## config.mk

```make
export PLATFORM = sky130hd
export DESIGN_NAME = cnn
export DESIGN_NICKNAME = d
export VERILOG_FILES = /design/src/rtl/cnn.sv
export SDC_FILE = /design/constraint.sdc
export NUM_CORES = 1
export LEC_CHECK = 0
export CORE_MARGIN = 3
export CORE_UTILIZATION = 65
export CTS_CLUSTER_DIAMETER = 80
export CTS_CLUSTER_SIZE = 8
export DETAILED_ROUTE_END_ITERATION = 10
export GPL_TIMING_DRIVEN = 0
export PLACE_DENSITY = 0.83
export RECOVER_POWER = 25
export REMOVE_ABC_BUFFERS = 1
export SLEW_MARGIN = 20
export SYNTH_ARGS = -nofsm -noshare
export SYNTH_HDL_FRONTEND = slang
export SYNTH_SLANG_ARGS = --single-unit
```

## constraint.sdc

```tcl
create_clock -name clock -period 10.35 [get_ports clock]
set_input_delay 2.07 -clock clock [delete_from_list [all_inputs] [get_ports clock]]
set_output_delay 2.07 -clock clock [all_outputs]
set_load 0.03 [all_outputs]
```

## src/rtl/cnn.sv

```systemverilog
// cnn: streaming 2x2 convolution over a byte-serial 3x3 feature map; define CNN_SIGNED_EN for two's-complement operands
module cnn (
  input  logic        clock,
  input  logic        reset,
  input  logic        enable,
  input  logic [7:0]  filtermap,
  input  logic [7:0]  inputFmap,
  output logic [18:0] convolution = '0,
  output logic        conv_valid = 1'b0
);
  typedef enum logic {LOAD, COMPUTE} state_t;
`ifdef CNN_SIGNED_EN
  typedef logic signed [15:0] prod_t;
  typedef logic signed [7:0]  op_t;
`else
  typedef logic [15:0] prod_t;
  typedef logic [7:0]  op_t;
`endif
  state_t      state = LOAD, state_n;
  logic [3:0]  cnt = '0, cnt_n, base;
  logic        last;
  logic [7:0]  x [9] = '{default: '0};
  logic [7:0]  k [4] = '{default: '0};
  prod_t       prod [4];
  logic [18:0] pix;
  always_ff @(posedge clock)
    if (reset) begin
      state <= LOAD;
      cnt <= '0;
    end else if (enable) begin
      state <= state_n;
      cnt <= cnt_n;
    end
  always_comb begin
    last = state == LOAD ? cnt == 4'd8 : cnt == 4'd3;
    state_n = last ? (state == LOAD ? COMPUTE : LOAD) : state;
    cnt_n = last ? '0 : cnt + 4'd1;
  end
  // window origin 3r+c for pixel p = {r,c}
  always_comb begin
    base = cnt[1] ? (cnt[0] ? 4'd4 : 4'd3) : (cnt[0] ? 4'd1 : 4'd0);
    prod[0] = prod_t'(op_t'(k[0])) * prod_t'(op_t'(x[base]));
    prod[1] = prod_t'(op_t'(k[1])) * prod_t'(op_t'(x[base + 4'd1]));
    prod[2] = prod_t'(op_t'(k[2])) * prod_t'(op_t'(x[base + 4'd3]));
    prod[3] = prod_t'(op_t'(k[3])) * prod_t'(op_t'(x[base + 4'd4]));
    pix = 19'(prod[0]) + 19'(prod[1]) + 19'(prod[2]) + 19'(prod[3]);
  end
  always_ff @(posedge clock)
    if (reset) begin
      for (int i = 0; i < 9; i++) x[i] <= '0;
      for (int i = 0; i < 4; i++) k[i] <= '0;
      convolution <= '0;
      conv_valid <= 1'b0;
    end else if (enable) begin
      if (state == LOAD) x[cnt] <= inputFmap;
      if (state == LOAD && cnt < 4'd4) k[cnt[1:0]] <= filtermap;
      if (state == COMPUTE) convolution <= pix;
      conv_valid <= state == COMPUTE;
    end
endmodule

```

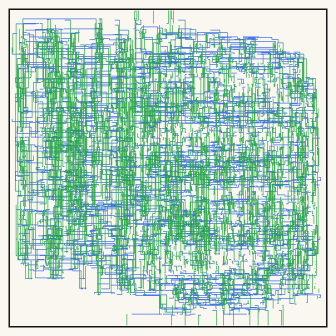
Figure 1: run 1, metal layers overlaid.
Two of the layers only.
Key: metal 2 = green [wire length 22.2 mm]; metal 1 = blue [wire length 14600 um]

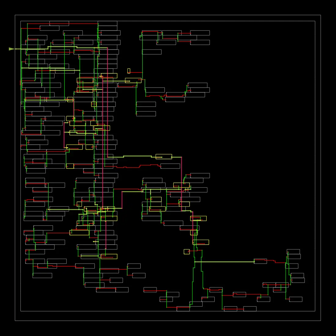
Figure 2: run 1, clock routing.
clk ins delay skew pair: 0.45 ns
clock buffer instance count of the final layout: 17

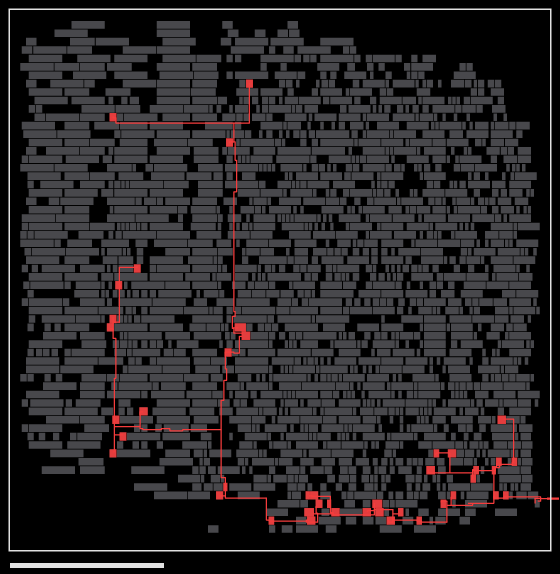
Figure 3: run 1, wires at chosen ports, followed through buffers.
Bar = 50 um.
Key: reset = red [direction input, end cells 43, buffers 2, wire 567 um]

==> run 1: per-stage QoR <==
stage	worst slack (ns)
after global placement	-2.309
after global routing	0.4780
after floorplan	-0.3873
after detailed placement	0.9261
after CTS	0.9247
final	1.077
==> run 1: worst paths after layout <==
check / from / to / cells after the start
min: convolution[13] / convolution[13] / 2
max: cnt[0] / convolution[17] / 24
min reg2reg: convolution[13] / convolution[13] / 2
max reg2reg: cnt[0] / convolution[17] / 24
==> run 1: synthesized netlist by cell type, types with 5 or more instances <==
| cell type | number |
|---|---|
| a21o_1 | 12 |
| a21oi_1 | 25 |
| and2_1 | 154 |
| and3_1 | 18 |
| buf_1 | 5 |
| buf_2 | 9 |
| buf_6 | 6 |
| clkbuf_1 | 19 |
| dfxtp_1 | 25 |
| edfxtp_1 | 160 |
| fa_1 | 225 |
| ha_1 | 137 |
| inv_1 | 314 |
| mux2_2 | 7 |
| mux2i_2 | 8 |
| mux4_2 | 88 |
| nand2_1 | 105 |
| nand2b_1 | 37 |
| nand3_1 | 11 |
| nand3b_1 | 8 |
| nor2_1 | 29 |
| nor2b_1 | 105 |
| nor3_1 | 10 |
| o21ai_0 | 6 |
| or2_2 | 13 |
==> run 1: routing by layer <==
metal / up-vias / part of all wire [%]
met4: 0 / 7.0
met1: 6035 / 34
met3: 155 / 6.2
met5: - / 0
met2: 590 / 52
li1: 5245 / -
==> run 1: placed cells by master, fill, tap and decap left out, drive strengths merged, types with 12 or more instances in the layout <==
cell type	instances
inv	321
fa	225
edfxtp	160
and2	154
ha	137
nor2b	105
nand2	105
mux4	88
nand2b	37
nor2	29
a21oi	25
dfxtp	25
dlygate4sd3	25
and3	18
clkbuf	17
o21ai	14
or2	13
a21o	12
clkdlybuf4s50	12
==> flow_metrics.rpt, run 1 <==
FLOW METRICS REPORT
----------------------------------------------------
[Layout]
  Seq_cells ........................ 185
  Portion of the layout cell area used by clock cells ........................ 3.027%
  Non-clk bufs ........................ ~41
  Layout area overhead ........................ 7.134%
  Total area of multi-input combinational cells ........................ 11840 sq um
  Share of layout cells above drive strength 1 ........................ under 10%
  Registers with the highest flip-flop counts ........................ x (128), k (32), convolution (19)
  Number of filler instances in the final layout ........................ a little under 2000
  Top cell class by occupied area ........................ logic gates
  Sequential cell area share ........................ between 20% and 30%
  Storage element area ........................ around 5300 sq um
  Biggest register ........................ x
  Fraction of standard cell area in multi-input logic ........................ 59.68%
  Final standard cell area without fillers ........................ 19840 sq um
  Count of non-CTS inverters in the layout ........................ 314
  Number of inserted diodes ........................ 0
  Max reg flops ........................ 128
  Layout net count ........................ 1997
  Mi-comb count ........................ 1057
  Share of final layout cell area taken by non-clock buffers ........................ 2.232%
  Fin cells ........................ about 2000

[Critical path]
  Data required time of the worst path ........................ ~11 ns
  Worst path bufs/invs ........................ 6
  CP peak stage delay ........................ 0.76 ns
  Startpoint-to-endpoint class of the critical path ........................ flip-flop to flip-flop
  Critical path, cell by cell ........................ inv_1 > ha_4 > buf_16 > mux4_2 > mux4_2 > and2_1 > fa_1 > inv_1 > fa_1 > inv_1 > fa_1 > fa_1 > fa_1 > fa_1 > fa_1 > inv_1 > fa_1 > inv_1 > ha_1 > a21oi_1 > o21ai_0 > or2_2 > a311o_1 > o211ai_1
  Most frequent cell on the critical path ........................ fa_1
  Cell family with the largest share of critical-path delay ........................ adder cells
  Worst path slowest cell ........................ ha_4
  CP startpoint kind ........................ flip-flop
  Type of destination of the critical path ........................ flip-flop
  Critical-path maximum fanout ........................ 39
  CP arrival ........................ 9.65 ns
  Setup slack of the most critical reg-to-reg path ........................ 1.08 ns

[Floorplan]
  Width of the die ........................ about 170 um
  Die area ........................ 30560 sq um
  Boundary pin count ........................ 39
  Initial cell density of the core ........................ between 60% and 70%
  Die Ht ........................ 174.8 um
  Inserted tap cell count ........................ around 380
  Area of the core region ........................ around 28000 sq um
  Site row count ........................ 61

[Clock tree]
  CTS root buffer ........................ clkbuf_16
  Post-CTS Resized ........................ 0
  Clock tree from TritonCTS ........................ built
  Number of CTS-inserted buffers ........................ 17
  Clk buf depth ........................ 2
  Deepest level of the CTS H-tree ........................ 4
  Number of sinks driven by the clock tree ........................ approximately 190
  Number of buffers inserted by post-CTS setup repair ........................ 0
  Post-CTS Hold Fix Bufs ........................ 0
  Clock transition at the registers of the reported paths ........................ around 0.080 ns

[Global route]
  Via count of the first global-routing pass ........................ approximately 13000
  Number of antenna violations at the first check in global routing ........................ 0
  Aggregate global-route resource usage ........................ between 20% and 30%
  Total global routing overflow ........................ 0
  Routing usage on met3 ........................ ~2.7%
  Fraction of met1 tracks used by global routing ........................ between 30% and 40%
  Layer carrying the most global-route usage ........................ met2
  Pin count of the biggest net entering global routing ........................ 40
  M2 GR Usage ........................ 51.45%

[Synth]
  Compound-gate portion of the synthesized area ........................ 2.628%
  Commonest flop ........................ edfxtp_1
  Adder and majority cell fraction of the synthesized area ........................ 33.57%
  Top logic cell family in the synthesized netlist ........................ adder cells
  Area share, top type ........................ 25.94%
  Area leader, netlist ........................ edfxtp_1
  Top area cell types ........................ edfxtp_1, fa_1, mux4_2
  Share of flip-flops with an asynchronous set or reset ........................ 0%
  Yosys xor share ........................ 0.4661%
  Count of unique library cells instantiated by Yosys ........................ 55
  Yosys synthesis chip area ........................ 18520 sq um
  Simple-Gate Fraction of Synth Area ........................ 15.32%
  Count of synthesis-stage warnings from yosys ........................ 0
  Number of enable-type register cells in the synthesized netlist ........................ roughly 160
  Mean cell area of the mapped netlist ........................ 11.60 sq um
  Post-synthesis sequential area ratio ........................ 28.64%
  Multiplexer share ........................ 11.83%
  Yosys stat cell total ........................ 1597
  Cell area after synthesis ........................ 18520 sq um
  Synthesized registers ........................ roughly 190
  Post-synthesis instance total ........................ 1597

[Routing]
  Number of vias per cell after detailed routing ........................ around 6.0
  Final ANT Viol Nets ........................ 0
  Number of DRC markers after the initial detailed-route iteration ........................ around 1100
  Number of DRC violations after detailed routing ........................ 0
  Overall via count from detail_route ........................ roughly 12000
  Detailed-route wire length per cell ........................ 21.14 um
  First-pass iteration count of the detailed router ........................ 6

[STA]
  Number of max-slew violations in the final report ........................ 0
  Summed negative setup slack over all endpoints ........................ 0 ns
  RSZ-0062 raised after global routing ........................ no
  Max_slew headroom ........................ 26.62%
  Maximum achievable frequency ........................ approximately 110 MHz
  Slew of the pin with the lowest slew margin ........................ 1.095 ns
  Post-layout period usage of the worst path ........................ 89.60%
  Final Hold Slack ........................ 0.4491 ns
  Final Critical Period ........................ 9.273 ns
  Count of endpoints failing hold in the final timing report ........................ 0
  Setup-failing EPs final ........................ 0
  Setup skew after layout ........................ 0.01972 ns

[Worst hold path]
  Worst hold path type ........................ flip-flop to flip-flop

[Place]
  Cell area after placement ........................ 19240 sq um
  Placed Instances ........................ 1975
  Last weighted congestion value of the routability-driven placer ........................ 0.9666
  Number of buffers inserted by port buffering ........................ 38
  Dpl hpwl ........................ between 30000 and 40000 um

[Run]
  Number of warnings the tools reported ........................ 35
  Max Cap Violations ........................ 0

[Outcome]
  Result of the run ........................ finished, final reports clean

----------------------------------------------------
==> run 2: changes to the inputs <==
Settings changed: CORE_UTILIZATION 65 to 56, PLACE_DENSITY 0.83 to 0.73.
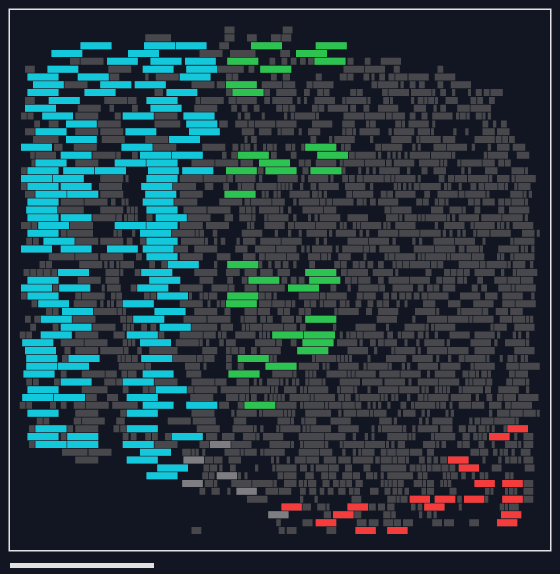
Figure 4: run 2, sequential cells coloured by netlist name.
Bar = 50 um. Other sequential cells in the stronger grey, the rest of the logic in the fainter grey.
Key: k = green [placed flops 32]; convolution = red [placed flops 19, where bottom right]; x = cyan [placed flops 128]

==> flow_metrics.rpt, run 2 <==
FLOW METRICS REPORT
----------------------------------------------------
[Place]
  Number of buffers inserted by port buffering ........................ 38 (unchanged)
  Last weighted congestion value of the routability-driven placer ........................ 0.8831 (was 0.9666)
  Worst Setup Slack post-DPL ........................ 0.6944 ns (was 0.9261 ns)
  Placed Instances ........................ 2032 (was 1975)

[Synth]
  Simple-Gate Fraction of Synth Area ........................ 15.32% (unchanged)
  Commonest cells in the synthesized netlist ........................ inv_1, fa_1, edfxtp_1, and2_1, ha_1 (unchanged)
  Adder and majority cell fraction of the synthesized area ........................ 33.57% (unchanged)
  Yosys xor share ........................ 0.4661% (unchanged)
  Top logic cell family in the synthesized netlist ........................ adder cells (unchanged)
  Compound-gate portion of the synthesized area ........................ 2.628% (unchanged)
  Commonest flop ........................ edfxtp_1 (unchanged)
  Area leader, netlist ........................ edfxtp_1 (unchanged)
  Mean cell area of the mapped netlist ........................ 11.60 sq um (unchanged)
  Count of unique library cells instantiated by Yosys ........................ 55 (unchanged)
  Synthesized registers ........................ 185 (unchanged)
  Cell area after synthesis ........................ 18520 sq um (unchanged)
  Post-synthesis sequential area ratio ........................ 28.64% (unchanged)
  Yosys synthesis chip area ........................ 18520 sq um (unchanged)
  Multiplexer share ........................ 11.83% (unchanged)
  Post-synthesis instance total ........................ 1597 (unchanged)
  Top area cell types ........................ edfxtp_1, fa_1, mux4_2 (unchanged)
  Number of enable-type register cells in the synthesized netlist ........................ 160 (unchanged)
  Share of flip-flops with an asynchronous set or reset ........................ 0% (unchanged)

[Critical path]
  CP peak stage delay ........................ 1.13 ns (was 0.76 ns)
  Startpoint of the worst-slack reg-to-reg timing path ........................ cnt[0] (unchanged)
  Worst flop-to-flop path endpoint ........................ convolution[17] (unchanged)
  Depth of the worst register-to-register path ........................ 23 (was 24)
  Cell family with the largest share of critical-path delay ........................ adder cells (unchanged)
  Count of cell instances traversed by the critical path ........................ 23 (was 24)
  Critical path capture point ........................ convolution[17] (unchanged)
  CP arrival ........................ 10.06 ns (was 9.65 ns)
  Most frequent cell on the critical path ........................ fa_1 (unchanged)
  Worst path slowest cell ........................ o21ai_0 (was ha_4)
  Worst path bufs/invs ........................ 5 (was 6)
  Timing startpoint of the critical path ........................ cnt[0] (unchanged)
  Data required time of the worst path ........................ 10.72 ns (was 10.73 ns)
  Setup slack of the most critical reg-to-reg path ........................ 0.65 ns (was 1.08 ns)

[Floorplan]
  Die Ht ........................ 187.9 um (was 174.8 um)
  Boundary pin count ........................ 39 (unchanged)
  Width of the die ........................ 187.9 um (was 174.8 um)
  Initial cell density of the core ........................ 57.80% (was 66.30%)
  Site row count ........................ 65 (was 61)
  Die area ........................ 35290 sq um (was 30560 sq um)
  Area of the core region ........................ 32040 sq um (was 27930 sq um)

[Layout]
  Registers with the highest flip-flop counts ........................ x (128), k (32), convolution (19) (unchanged)
  Layout area overhead ........................ 7.323% (was 7.134%)
  Biggest register ........................ x (unchanged)
  Max reg flops ........................ 128 (unchanged)
  Most instantiated logic cells after routing ........................ inv_1, fa_1, edfxtp_1 (unchanged)
  Layout net count ........................ 1997 (unchanged)
  Share of layout cells above drive strength 1 ........................ 9.822% (was 9.883%)
  Fin cells ........................ 2064 (was 2007)
  Number of inserted diodes ........................ 0 (unchanged)

[STA]
  Max_slew headroom ........................ 25.81% (was 26.62%)
  Setup-failing EPs final ........................ 0 (unchanged)
  Count of endpoints failing hold in the final timing report ........................ 0 (unchanged)
  Final Critical Period ........................ 9.696 ns (was 9.273 ns)
  Smallest setup slack after layout ........................ 0.6545 ns (was 1.077 ns)
  Post-layout period usage of the worst path ........................ 93.68% (was 89.60%)
  Setup skew after layout ........................ 0.02205 ns (was 0.01972 ns)
  Summed negative setup slack over all endpoints ........................ 0 ns (unchanged)
  Slew of the pin with the lowest slew margin ........................ 1.101 ns (was 1.095 ns)
  Number of max-slew violations in the final report ........................ 0 (unchanged)
  Maximum achievable frequency ........................ 103.1 MHz (was 107.8 MHz)

[Clock tree]
  Clk buf depth ........................ 2 (unchanged)
  CTS root buffer ........................ clkbuf_16 (unchanged)
  Clock transition at the registers of the reported paths ........................ 0.07 ns (was 0.08 ns)
  Clk ins delay skew pair ........................ 0.46 ns (was 0.45 ns)
  Post-CTS Resized ........................ 0 (unchanged)
  Number of buffers inserted by post-CTS setup repair ........................ 0 (unchanged)
  Number of CTS-inserted buffers ........................ 17 (unchanged)
  Clock tree from TritonCTS ........................ built (unchanged)
  Number of sinks driven by the clock tree ........................ 185 (unchanged)
  Post-CTS Hold Fix Bufs ........................ 0 (unchanged)

[Run]
  Number of warnings the tools reported ........................ 35 (unchanged)
  Max Cap Violations ........................ 0 (unchanged)

[Outcome]
  Result of the run ........................ finished, final reports clean (unchanged)

[Worst hold path]
  Worst hold path type ........................ flip-flop to flip-flop (unchanged)
  Terminating pin of the worst hold path ........................ convolution[11] (was convolution[13])
  Worst Min Path Start ........................ convolution[11] (was convolution[13])
  Cells on Worst Hold Path ........................ 2 (unchanged)

[Routing]
  Number of DRC violations after detailed routing ........................ 0 (unchanged)
  Number of vias per cell after detailed routing ........................ 5.755 (was 5.992)
  Number of DRC markers after the initial detailed-route iteration ........................ 933 (was 1066)
  Detailed-route wire length per cell ........................ 20.64 um (was 21.14 um)
  Final ANT Viol Nets ........................ 0 (unchanged)
  Overall via count from detail_route ........................ 11880 (was 12030)

[Global route]
  Routing usage on met3 ........................ 3.010% (was 2.716%)
  Fraction of met1 tracks used by global routing ........................ 31.41% (was 34.74%)
  Total global routing overflow ........................ 0 (unchanged)
  Aggregate global-route resource usage ........................ 25.59% (was 29.09%)
  Pin count of the biggest net entering global routing ........................ 41 (was 40)
  Via count of the first global-routing pass ........................ 12720 (was 12740)
  Layer carrying the most global-route usage ........................ met2 (unchanged)
  Number of antenna violations at the first check in global routing ........................ 1 (was 0)

----------------------------------------------------
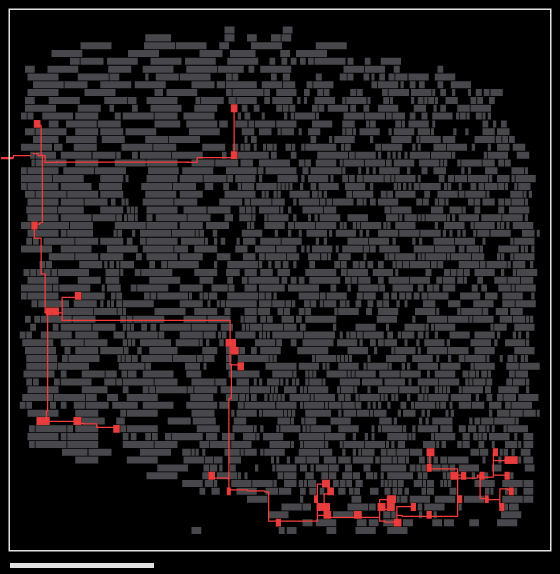
Figure 5: run 2, wires at chosen ports, followed through buffers.
Bar = 50 um.
Key: reset = red [direction input, end cells 43, buffers 2, wire 634 um]

## run 2: cell types whose count changed in the layout (fill, tap and decap cells not counted)
| cell | previous run | this run |
|---|---|---|
| buf_12 | 2 | 1 |
| buf_16 | 1 | 2 |
| bufinv_16 | 1 | 0 |
| clkbuf_1 | 0 | 1 |
| clkdlybuf4s50_1 | 12 | 15 |
| clkinv_4 | 2 | 3 |
| clkinv_8 | 2 | 0 |
| dlygate4sd3_1 | 25 | 22 |
| inv_6 | 1 | 3 |
| inv_8 | 6 | 5 |
| o21ai_0 | 5 | 6 |
| o21ai_1 | 5 | 4 |
## run 2: through the flow
step	hold slack, ns	utilization (%)	cell area, sq um
global placement	0.4423	60.01	19230
floorplan	0.5499	-	18300
detailed placement	0.4480	60.30	19320
CTS	0.4568	62.03	19880
global route	0.4796	62.03	19880
finish	0.4523	62.03	19880
## run 2: cell type report
type	count	area (sq um)
Inverter	314	1179
Timing Repair Buffer	41	450.4
Tap cell	435	544.3
Fill cell	2577	12170
Clock inverter	14	127.6
Clock buffer	18	429.2
Multi-Input combinational cell	1057	11840
Sequential cell	185	5305
## run 2: routing by layer
metal | routed length (um) | share of wire [%] | vias up
met5 | 13 | 0.031 | -
met4 | 2100 | 4.9 | 2
met3 | 2330 | 5.5 | 114
met2 | 22570 | 53 | 452
met1 | 15580 | 37 | 6064
li1 | - | - | 5246
## run 2: logic make-up after synthesis
logic type,after synthesis
xor+xnor,9
mux,105
fa+ha+maj,362
compound gates,74
flops,185
buf+inv,355
simple gates,507
## run 2: tightest hold or removal path: cells and delay by family (launching register included)
family / cells / cell delay, ns
flops: 1 / 0.31
simple gates: 1 / 0.05
compound gates: 1 / 0.05
